===== src/rtl/fetch_align_buffer.sv =====
// Instruction fetch alignment buffer: turns a stream of 32-bit memory words into
// whole 16-bit or 32-bit instructions, including instructions that straddle words.
module fetch_align_buffer #(
    parameter logic [31:0] RESET_PC = 32'h0000_0000
) (
    input  logic        clk,
    input  logic        rst_n,
    input  logic [31:0] imem_data_i,
    input  logic        imem_valid_i,
    output logic        imem_ready_o,
    output logic [31:0] fetch_addr_o,
    input  logic        flush_i,
    input  logic [31:0] flush_pc_i,
    output logic [31:0] out_inst_o,
    output logic [31:0] out_pc_o,
    output logic        out_is_comp_o,
    output logic        out_valid_o,
    input  logic        out_ready_i
);

    logic [2:0][15:0] hw_q, hw_d;
    logic [1:0]       cnt_q, cnt_d;
    logic [31:0]      faddr_q, faddr_d;
    logic [31:0]      pc_q, pc_d;
    logic             drop_q, drop_d;

    logic             hw0_comp, push, pop;
    logic [1:0]       npush, npop, rem, j;
    logic [4:0][15:0] ext;
    logic [1:0][15:0] pw;

    always_comb begin
        hw0_comp      = (hw_q[0][1:0] != 2'b11);
        out_valid_o   = !flush_i && (hw0_comp ? (cnt_q >= 2'd1) : (cnt_q >= 2'd2));
        imem_ready_o  = !flush_i && (cnt_q <= 2'd1);
        out_inst_o    = hw0_comp ? {16'h0, hw_q[0]} : {hw_q[1], hw_q[0]};
        out_is_comp_o = hw0_comp;
        out_pc_o      = pc_q;
        fetch_addr_o  = faddr_q;
    end

    always_comb begin
        push  = imem_valid_i && imem_ready_o;
        pop   = out_valid_o && out_ready_i;
        npush = push ? (drop_q ? 2'd1 : 2'd2) : 2'd0;
        npop  = pop ? (hw0_comp ? 2'd1 : 2'd2) : 2'd0;
        rem   = cnt_q - npop;
        ext   = {32'h0, hw_q};
        // After a redirect to an odd halfword, only the upper half of the first word is kept.
        pw    = drop_q ? {16'h0, imem_data_i[31:16]} : imem_data_i;
        j     = '0;
        hw_d  = hw_q;
        // Survivors shift down by the popped amount; new halfwords land right behind them.
        for (int i = 0; i < 3; i++) begin
            j = 2'(i) - rem;
            if (2'(i) < rem)
                hw_d[i] = ext[3'(i) + {1'b0, npop}];
            else if (j < npush)
                hw_d[i] = pw[j[0]];
        end
        cnt_d   = rem + npush;
        faddr_d = push ? faddr_q + 32'd4 : faddr_q;
        pc_d    = pop ? pc_q + (hw0_comp ? 32'd2 : 32'd4) : pc_q;
        drop_d  = push ? 1'b0 : drop_q;
        if (flush_i) begin
            cnt_d   = 2'd0;
            faddr_d = {flush_pc_i[31:2], 2'b00};
            pc_d    = {flush_pc_i[31:1], 1'b0};
            drop_d  = flush_pc_i[1];
        end
    end

    always_ff @(posedge clk or negedge rst_n) begin
        if (!rst_n) begin
            cnt_q   <= 2'd0;
            faddr_q <= {RESET_PC[31:2], 2'b00};
            pc_q    <= {RESET_PC[31:1], 1'b0};
            drop_q  <= RESET_PC[1];
        end else begin
            cnt_q   <= cnt_d;
            faddr_q <= faddr_d;
            pc_q    <= pc_d;
            drop_q  <= drop_d;
        end
    end

    // Halfword storage is qualified by cnt_q, so it carries no reset.
    always_ff @(posedge clk) begin
        hw_q <= hw_d;
    end

endmodule


===== config.mk =====
export PLATFORM = sky130hd
export DESIGN_NAME = fetch_align_buffer
export DESIGN_NICKNAME = d
export VERILOG_FILES = /design/src/rtl/fetch_align_buffer.sv
export SDC_FILE = /design/constraint.sdc
export NUM_CORES = 1
export LEC_CHECK = 0
export ABC_AREA = 1
export CAP_MARGIN = 10
export CORE_ASPECT_RATIO = 1.75
export CORE_MARGIN = 2
export CORE_UTILIZATION = 43
export CTS_BUF_LIST = sky130_fd_sc_hd__clkbuf_4
export CTS_CLUSTER_DIAMETER = 50
export CTS_CLUSTER_SIZE = 10
export DETAILED_ROUTE_END_ITERATION = 6
export PLACE_DENSITY = 0.72
export SYNTH_ARGS = -nofsm -noshare
export SYNTH_HDL_FRONTEND = slang
export SYNTH_SLANG_ARGS = --single-unit
export TNS_END_PERCENT = 5

===== constraint.sdc =====
create_clock -name clk -period 5.6 [get_ports clk]
set_input_delay 1.4 -clock clk [delete_from_list [all_inputs] [get_ports clk]]
set_output_delay 1.4 -clock clk [all_outputs]
set_load 0.01 [all_outputs]

Run 1, wiring heat map:
The bar under the picture is 20 microns long. 21 x 37 tiles, from black (low) to pale yellow (high), scaled to the fullest tile. Values are wire area over tile area, all layers added.
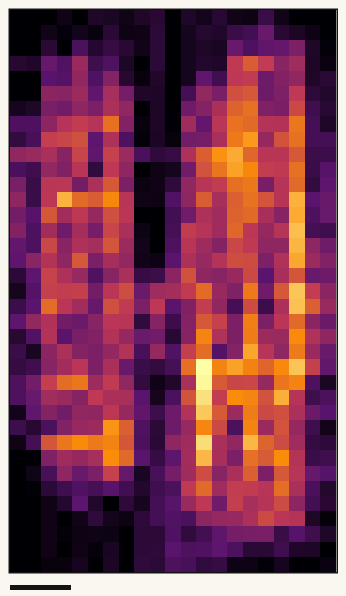
emptiest ninth of the die: top center
nearly empty tiles: 8.4%
mean over tiles: 0.22
tiles over half the peak: 22%
fullest tile: 0.68
Detailed Route WL: 26.0 mm
all-layer global routing usage: 0.272

Run 1, where the registers sit:
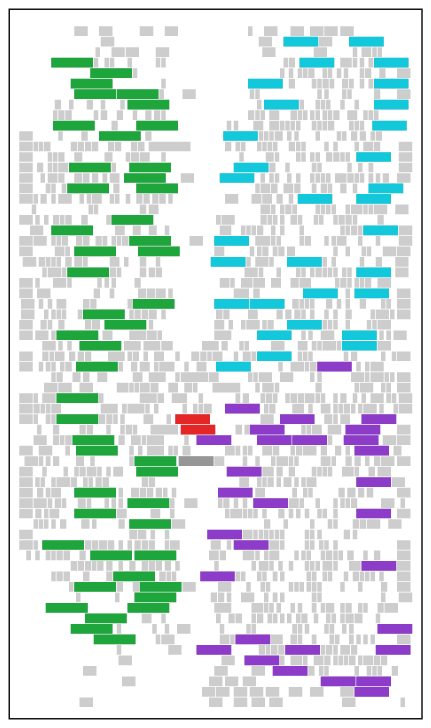
| color | signal | flops |
|---|---|---|
| cyan | out_pc_o | 31 |
| green | ext | 48 |
| red | cnt_q | 2 |
| purple | fetch_addr_o | 30 |
sequential cell area: 3040 sq um
sequential cell area share: 0.313
sequential logic power: 1.43 mW

Run 1, placed standard cells:
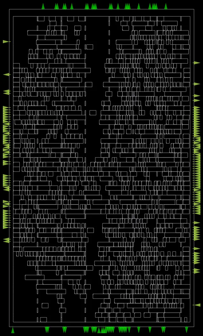
non-filler cells in the finished layout: 1,511
core occupancy in the finished layout: 0.538

Run 1, cells colored by class:
Fill, decap, tap and diode cells in gray.
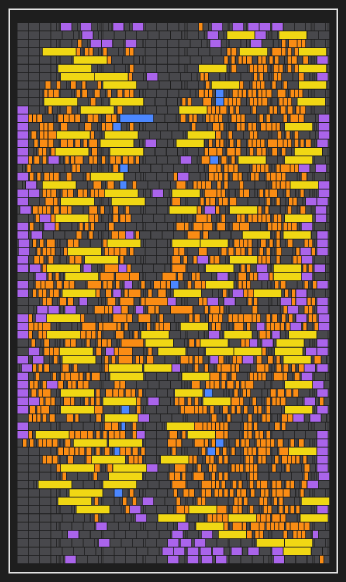
| color | class | cells | share of their area |
|---|---|---|---|
| purple | other buffers and delay cells | 179 | 19% |
| yellow | flip-flops | 112 | 32% |
| orange | all other logic | 970 | 48% |
| blue | clock drivers and dummy loads | 15 | 1.4% |
placement row count: 65
Core Region: 18,100 sq um
Layout Cell Area excl Fill: 9720 sq um

## run 1: final cells by class
cell class / count / share of cell area
multi-input combinational: 838 / 0.412
sequential: 112 / 0.313
timing repair buffer: 179 / 0.180
inverter: 132 / 0.0515
tap: 234 / 0.0301
clock buffer: 9 / 0.00695
clock inverter: 6 / 0.00618
antenna: 1 / 0.000257
## run 1: critical path, stage by stage
cell and delay, ps:
sky130_fd_sc_hd__clkdlybuf4s50_1 570, sky130_fd_sc_hd__inv_1 130, sky130_fd_sc_hd__nor2_8 140, sky130_fd_sc_hd__nand2_4 70, sky130_fd_sc_hd__inv_2 70, sky130_fd_sc_hd__ha_1 140, sky130_fd_sc_hd__xor2_1 230, sky130_fd_sc_hd__or2_1 160
sky130_fd_sc_hd__nand2_2 60, sky130_fd_sc_hd__inv_2 300, sky130_fd_sc_hd__ha_1 220, sky130_fd_sc_hd__buf_4 260, sky130_fd_sc_hd__inv_1 320, sky130_fd_sc_hd__nor2_1 160, sky130_fd_sc_hd__o21ai_0 90, sky130_fd_sc_hd__o21ai_1 70
sky130_fd_sc_hd__buf_4 300
## run 1: logic make-up (layout without fill, tap and decap cells)
group | after synthesis | after routing | synth area share
other | 1 | 4 | 0.000473
XOR/XNOR | 18 | 18 | 0.0199
buffers and inverters | 197 | 326 | 0.112
AND/OR/NAND/NOR | 588 | 588 | 0.308
adder cells (fa/ha/maj) | 15 | 15 | 0.0256
flip-flops | 112 | 112 | 0.384
AND-OR/OR-AND | 214 | 214 | 0.150
## run 1: sequential cells by signal, summed over array words and instances (netlist names)
signal,count
cnt_q,2
drop_q,1
ext,48
fetch_addr_o,30
out_pc_o,31
## run 1: layer usage
layer / global-route usage / vias to the layer above
met5: 0 / -
met4: 0.183 / 0
met3: 0.0315 / 78
met2: 0.500 / 355
met1: 0.285 / 3650
li1: - / 3952
==> flow_summary_export.csv, run 1 <==
group,metric,value,unit
outcome,run_status,"completed",
timing,fin_ws,1090,ps
power,power.ir.vdd_worst,0.000211,V
yosys,synthMostInstantiatedCell,"sky130_fd_sc_hd__nand2_1",
route,total_drc_errors_in_the_routed_layout,0,
yosys,synth.cells.most_frequent,"343 x sky130_fd_sc_hd__nand2_1, 139 x sky130_fd_sc_hd__nor2_1, 124 x sky130_fd_sc_hd__inv_1",
setup_path,rr_worst_depth,19,
yosys,async_reset_ff_frac,0.571,
timing,setup_viol,0,
yosys,number_of_synthesis_warnings,0,
setup_path,criticalPathCategory,"in -> reg",
yosys,postSynthAreaPerCell,6.93,sq um
power,sequentialPowerShare,0.399,
yosys,mappedNetlistArea,7930,sq um
clock_network,ctsLongestPathBuffers,2,
final_layout,fillers,1829,
final_layout,layout_top_cells,"343 x sky130_fd_sc_hd__nand2_1, 162 x sky130_fd_sc_hd__clkdlybuf4s50_1, 139 x sky130_fd_sc_hd__nor2_1",
clock_network,clock_tree_from_tritoncts,"yes",
final_layout,lay_top_count,"sky130_fd_sc_hd__nand2_1",
route,met3RoutedLength,1.49,mm
timing,report.final.slew_viol_count,0,
power,power_top_consumer,"combinational logic",
yosys,synth-edff-count,48,
flow_run,max_cap_violations,0,
route,route.met2.wl,13.5,mm
global_routing,grt_start_max_net_pins,51,
global_routing,first_global_vias,8091,
global_routing,grt_overflow_total,0,
setup_path,start_kind,"input pin",
yosys,post-synth-top-area-cell,"sky130_fd_sc_hd__dfrtp_1",
power,clock_net_power,419,uW
place,dpl.hpwl,19.6,mm
timing,fmax,0.222,GHz
==> run 2: changes to the inputs <==
--- a/config.mk
+++ b/config.mk
@@ -14,7 +14,7 @@
 export CTS_CLUSTER_DIAMETER = 50
 export CTS_CLUSTER_SIZE = 10
 export DETAILED_ROUTE_END_ITERATION = 6
-export PLACE_DENSITY = 0.72
+export PLACE_DENSITY = 0.75
 export SYNTH_ARGS = -nofsm -noshare
 export SYNTH_HDL_FRONTEND = slang
 export SYNTH_SLANG_ARGS = --single-unit
==> constraint.sdc (replaced) <==
create_clock -name clk -period 4.11 [get_ports clk]
set_input_delay 1.0275 -clock clk [delete_from_list [all_inputs] [get_ports clk]]
set_output_delay 1.0275 -clock clk [all_outputs]
set_load 0.01 [all_outputs]
Run 2, wiring heat map:
The bar under the picture is 20 microns long. 21 x 37 tiles, from black (low) to pale yellow (high), scaled to the fullest tile. Values are wire area over tile area, all layers added.
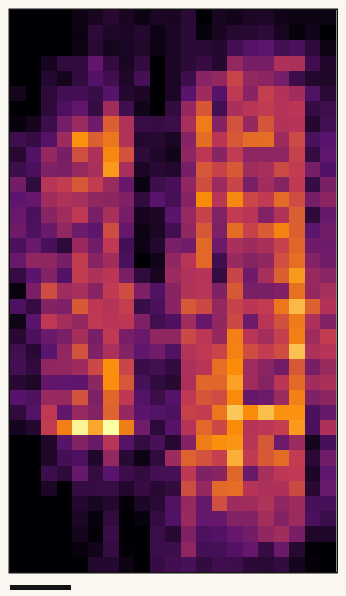
fullest tile: 0.71
emptiest ninth of the die: lower left
tiles over half the peak: 20%
densest ninth of the die: middle right
Detailed Route WL: 25.7 mm
total via count after detailed routing: 8,035
drt wl/cell: 16.9 microns
all-layer global routing usage: 0.264

==> run 2 against run 1 <==
Worst setup slack worse by 690 ps. Core utilization increased by 0.70 points. Sequential cell count did not move. First-iteration DRC count up 8.8%. Count of clock-buffer cells in the layout grew 1. Critical path depth decreased by 13. Synthesized cell count unchanged. Sequential share of layout area decreased by 0.40 points. Wire length down 1.0%. Hold slack worse by 21 ps. Final cell count rose by 0.73%. The flow now finishes with violations (DRC). Clock power rose by 52%.
==> flow_summary_export.csv, run 2 <==
group,metric,value,unit
yosys,post_synth_main_area_contributors,"sky130_fd_sc_hd__dfrtp_1 20%, sky130_fd_sc_hd__edfxtp_1 18%, sky130_fd_sc_hd__nand2_1 16%",
final_layout,fillers,1765,
yosys,synth.cells.most_frequent,"343 x sky130_fd_sc_hd__nand2_1, 139 x sky130_fd_sc_hd__nor2_1, 124 x sky130_fd_sc_hd__inv_1",
timing,fin_ws,395,ps
final_layout,sequential_cell_area,3040,sq um
setup_path,cp_slowest_stage_delay,560,ps
outcome,failed_checks,"DRC",
route,total_drc_errors_in_the_routed_layout,14,
outcome,run_status,"complete, but fails checks",
final_layout,layout.non_clock_inverters,132,
yosys,post-synth-top-area-cell,"sky130_fd_sc_hd__dfrtp_1",
setup_path,start_kind,"input pin",
setup_path,library_cell_contributing_the_largest_single_delay_on_the_critical_path,"sky130_fd_sc_hd__clkdlybuf4s50_1",
setup_path,worst-path-buf-inv,3,
timing,report.final.slew_viol_count,0,
yosys,number_of_synthesis_warnings,0,
timing,fmax,0.269,GHz
setup_path,criticalPathCategory,"in -> out",
yosys,postSynthAreaPerCell,6.93,sq um
floorplanning,core_region_area,18100,sq um
final_layout,layout_cell_area_excl_fill,9850,sq um
final_layout,num-multi-input-gates,838,
final_layout,sh_seq_area,0.309,
yosys,synthMostInstantiatedCell,"sky130_fd_sc_hd__nand2_1",
clock_network,clock_tree_from_tritoncts,"yes",
setup_path,cpLargestDelayFamily,"buffers and inverters",
yosys,synth-edff-count,48,
global_routing,grt_overflow_total,0,
final_layout,largest_register_ffs,48,
final_layout,antenna_diodes,1,
floorplanning,core.rowCount,65,
final_layout,num-clock-buffers,10,
final_layout,data_path_buffer_share_of_cell_area_in_the_final_layout,0.186,
final_layout,comb_share,0.408,
final_layout,lay_top_count,"sky130_fd_sc_hd__nand2_1",
setup_path,crit_top_cell,"sky130_fd_sc_hd__clkdlybuf4s50_1",
flow_run,max_cap_violations,0,
yosys,mappedNetlistArea,7930,sq um
clock_network,ctsLongestPathBuffers,2,
Run 2, placed standard cells:
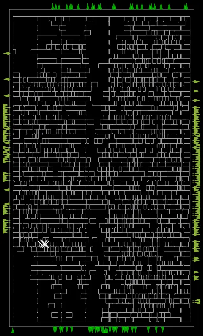
non-filler cells in the finished layout: 1,522
flop count: 112

-- run 2: cell counts after synthesis --
No cell type changed its count.
-- run 2: metrics by stage --
| stage | utilization | setup TNS (ps) | cells | hold WS (ps) |
|---|---|---|---|---|
| 2_1_floorplan | - | -663 | 1147 | 554 |
| 3_3_place_gp | 0.536 | 0 | 1505 | 518 |
| 3_5_place_dp | 0.536 | 0 | 1505 | 531 |
| 4_1_cts | 0.545 | 0 | 1521 | 567 |
| 5_1_grt | 0.545 | 0 | 1522 | 615 |
| 6_report | 0.545 | 0 | 1522 | 556 |
-- run 2: power breakdown --
group          switching, mW  total, mW  leakage, nW  internal (mW)
clock                  0.384      0.636       0.0870          0.252
sequential             0.281       1.94         1.22           1.66
combinational           1.40       2.41         3.09           1.01
total                   2.06       4.98         4.40           2.92
-- run 2: metal layers --
layer / wire length, microns / global-route usage / up-vias
met5: 0 / 0 / -
met2: 13600 / 0.487 / 391
met4: 1480 / 0.149 / 0
met1: 9030 / 0.285 / 3604
li1: - / - / 3961
met3: 1650 / 0.0362 / 79
-- run 2: cell families (layout without fill, tap and decap cells) --
logic type,Yosys count,in the layout,synth area share
buf+inv,197,337,0.112
xor+xnor,18,18,0.0199
other cells,1,4,0.000473
flops,112,112,0.384
compound gates,214,214,0.150
simple gates,588,588,0.308
fa+ha+maj,15,15,0.0256
-- run 2: final timing paths --
check / start / to / cells after the start
max reg2reg: ext[0] / ext[4] / 15
max: flush_i / imem_ready_o / 4
max in group asynchronous: rst_n / out_pc_o[5] / 2
min: out_pc_o[1] / out_pc_o[1] / 2
min in group asynchronous: rst_n / fetch_addr_o[28] / 2
min reg2reg: out_pc_o[1] / out_pc_o[1] / 2
No activity file was given, so power comes from the tool's default toggle rates.
